## src/rtl/boot_jump_ctrl.sv

```systemverilog
// Post-reset boot sequencer: feeds JP JUMP_TARGET to the Z80 on its first three
// valid reads, then raises reset_cs so the address decoder enables normal RAM/ROM.
module boot_jump_ctrl #(
    parameter logic [15:0] JUMP_TARGET     = 16'hF000,
    parameter int          MIN_READ_CYCLES = 2,
    parameter int          TIMEOUT_CYCLES  = 65535
) (
    input  logic       clock,
    input  logic       reset,
    input  logic       memread,
    input  logic       memwrite,
    input  logic       m1,
    output logic       data_override,
    output logic [7:0] override_data,
    output logic       reset_cs,
    output logic       boot_done,
    output logic       boot_timeout
);

    typedef enum logic [1:0] {S_OP, S_LO, S_HI, S_RUN} state_t;

    localparam logic [3:0]  MIN_RD   = 4'(MIN_READ_CYCLES);
    localparam logic [15:0] TMO_LAST = 16'(TIMEOUT_CYCLES - 1);

    state_t      state_q, state_d;
    logic [3:0]  rd_cnt_q, rd_cnt_d;
    logic        m1_last_q, m1_last_d;
    logic [15:0] tmo_q, tmo_d;
    logic [7:0]  ovr_q, ovr_d;
    logic        rcs_q, rcs_d;
    logic        done_q, done_d;
    logic        tmo_flag_q, tmo_flag_d;
    logic        rd_valid;

    always_ff @(posedge clock) begin
        if (reset) begin
            state_q    <= S_OP;
            rd_cnt_q   <= 4'd0;
            m1_last_q  <= 1'b0;
            tmo_q      <= 16'd0;
            ovr_q      <= 8'hC3;
            rcs_q      <= 1'b0;
            done_q     <= 1'b0;
            tmo_flag_q <= 1'b0;
        end else begin
            state_q    <= state_d;
            rd_cnt_q   <= rd_cnt_d;
            m1_last_q  <= m1_last_d;
            tmo_q      <= tmo_d;
            ovr_q      <= ovr_d;
            rcs_q      <= rcs_d;
            done_q     <= done_d;
            tmo_flag_q <= tmo_flag_d;
        end
    end

    always_comb begin
        state_d    = state_q;
        tmo_d      = tmo_q;
        ovr_d      = ovr_q;
        done_d     = 1'b0;
        tmo_flag_d = tmo_flag_q;

        // memwrite is deliberately ignored: only memread drives the read counter
        rd_cnt_d  = memread ? ((rd_cnt_q == 4'hF) ? 4'hF : rd_cnt_q + 4'd1) : 4'd0;
        m1_last_d = memread ? m1 : m1_last_q;
        rd_valid  = !memread && (rd_cnt_q >= MIN_RD);

        case (state_q)
            S_OP:    ovr_d = 8'hC3;
            S_LO:    ovr_d = JUMP_TARGET[7:0];
            S_HI:    ovr_d = JUMP_TARGET[15:8];
            default: ovr_d = ovr_q;
        endcase

        if (state_q != S_RUN) begin
            if (rd_valid) begin
                // any valid read restarts the watchdog, even an ignored non-M1 read in OP
                tmo_d = 16'd0;
                case (state_q)
                    S_OP:    if (m1_last_q) state_d = S_LO;
                    S_LO:    state_d = S_HI;
                    S_HI: begin
                        state_d = S_RUN;
                        done_d  = 1'b1;
                    end
                    default: state_d = state_q;
                endcase
            end else begin
                tmo_d = tmo_q + 16'd1;
                if (tmo_q == TMO_LAST) begin
                    state_d    = S_RUN;
                    tmo_flag_d = 1'b1;
                end
            end
        end

        rcs_d = (state_d == S_RUN);
    end

    assign data_override = memread && (state_q != S_RUN);
    assign override_data = ovr_q;
    assign reset_cs      = rcs_q;
    assign boot_done     = done_q;
    assign boot_timeout  = tmo_flag_q;

endmodule

```

## config.mk

```make
export PLATFORM = sky130hd
export DESIGN_NAME = boot_jump_ctrl
export DESIGN_NICKNAME = d
export VERILOG_FILES = /design/src/rtl/boot_jump_ctrl.sv
export SDC_FILE = /design/constraint.sdc
export NUM_CORES = 1
export LEC_CHECK = 0
export CORE_MARGIN = 2
export CORE_UTILIZATION = 50
export DETAILED_ROUTE_END_ITERATION = 8
export HOLD_SLACK_MARGIN = 0.12
export PLACE_DENSITY = 0.71
export SYNTH_ARGS = -nofsm -noshare
export SYNTH_HDL_FRONTEND = slang
export SYNTH_SLANG_ARGS = --single-unit
```

## constraint.sdc

```tcl
create_clock -name clock -period 4.75 [get_ports clock]
set_clock_uncertainty 0.15 [all_clocks]
set_input_delay 1.425 -clock clock [delete_from_list [all_inputs] [get_ports clock]]
set_output_delay 1.425 -clock clock [all_outputs]
set_load 0.02 [all_outputs]
```

Fig. 1: wiring by layer
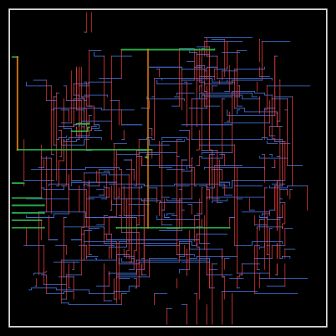
legend:
  green:
    layer: metal 3
    wire_length: 99.6 um
  blue:
    layer: metal 1
    wire_length: 1,140 um
  orange:
    layer: metal 4
    wire_length: 49.6 um
  red:
    layer: metal 2
    wire_length: 1,370 um
Vias: 1,120
GRT Util Overall: 0.189
drt total wl: 2650 um
post-DR wirelength/cell: 12.9 um

Fig. 2: met2 routing
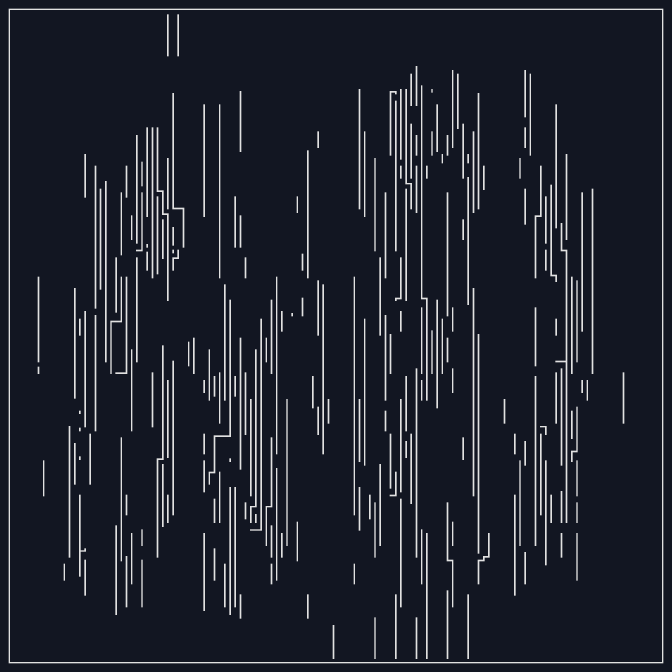
longest straight run: 24.1 um
wire length on this layer: 1,370 um
main direction: vertical
share of all routed wire: 52%
nets with wire on the layer: 158
met2 Use GR: 0.318

==> results.cfg <==
; physical design summary
[setup_path]
max_stage_delay_ns = 0.62
endpoint_kind = output port
r2r_slack_ns = 2.62
slowest_stage = clkdlybuf4s50_1
crit_start = memread
cp_max_fo = 2

[clock_network]
cts-root-buf = clkbuf_4
cts_tree = yes
clk_latency_ns = 0.32

[hold_path]
hp-start = boot_timeout$_SDFFE_PP0P_

[synthesis]
yosysMostFrequentCell = dfxtp_1
top_area_frac = 0.399
ys_ff = 29
avgSynthCellArea_um2 = 9.09

[timing]
rsz0062_at_grt = no
min_period_ns = 4.23
tightest_slew_ns = 0.572

[global_route]
antenna_found_initial = 0

[finish]
mostFrequentLayoutCells = 29 x dfxtp_1, 19 x nor2_1, 13 x clkdlybuf4s50_1
antennaDiodeCount = 0
layout_top_cell = dfxtp_1

[floorplan]
core-area_um2 = 2760
die_h_um = 57.9

[power]
leakage_uw = 0.000594

[outcome]
status = completed
report_power, final:
group          switching [uW]  internal, uW  total (uW)  leakage [uW]
Clock                    84.5          56.2         141     0.0000320
Combinational            14.7          10.6        25.3      0.000327
Sequential               5.09           247         252      0.000235
kinds of logic after synthesis:
| group | share of synthesized area |
|---|---|
| AOI/OAI and AO/OA | 0.0757 |
| xor gates and xnor gates | 0.0783 |
| adders and majority gates | 0.0775 |
| buffers and inverters | 0.0654 |
| DFF | 0.399 |
| muxes | 0.0275 |
| other | 0.00258 |
| and+or+nand+nor | 0.274 |
flip-flops by register name, summed over array words and instances (netlist names):
name,flops
boot_done,1
boot_timeout,1
m1_last_q,1
override_data,3
rd_cnt_q,4
reset_cs,1
state_q,2
tmo_q,16
worst reg2reg max path, delay by kind of cell (launching register included):
kind                       cells  cell delay (ns)
and+or+nand+nor                3             0.96
AOI/OAI and AO/OA              1             0.14
adders and majority gates      1             0.43
DFF                            1             0.39
final timing paths:
check | end
hold reg to reg | boot_timeout$_SDFFE_PP0P_
hold / removal | boot_timeout$_SDFFE_PP0P_
setup / recovery | data_override
setup reg to reg | tmo_q[15]$_SDFFE_PP0N_
routing by layer:
metal	share of wire	wire length, um
met2	0.51	1370
met3	0.037	99
met1	0.43	1140
met4	0.018	49
met5	0	0
metrics by stage:
step,cells,setup WS (ns),utilization
global placement,197,0.538,0.573
global route,205,0.463,0.592
finish,205,0.516,0.592
detailed placement,197,0.518,0.573
floorplan,161,1.14,-
CTS,205,0.501,0.592
area by class of cell:
cell class | count | area share
multi-input combinational | 112 | 0.479
sequential | 29 | 0.356
timing repair buffer | 14 | 0.0844
clock buffer | 6 | 0.0253
inverter | 11 | 0.0253
tap | 31 | 0.0238
clock inverter | 2 | 0.00613
Power figures rest on the tool's default switching activity, not on a simulated workload.
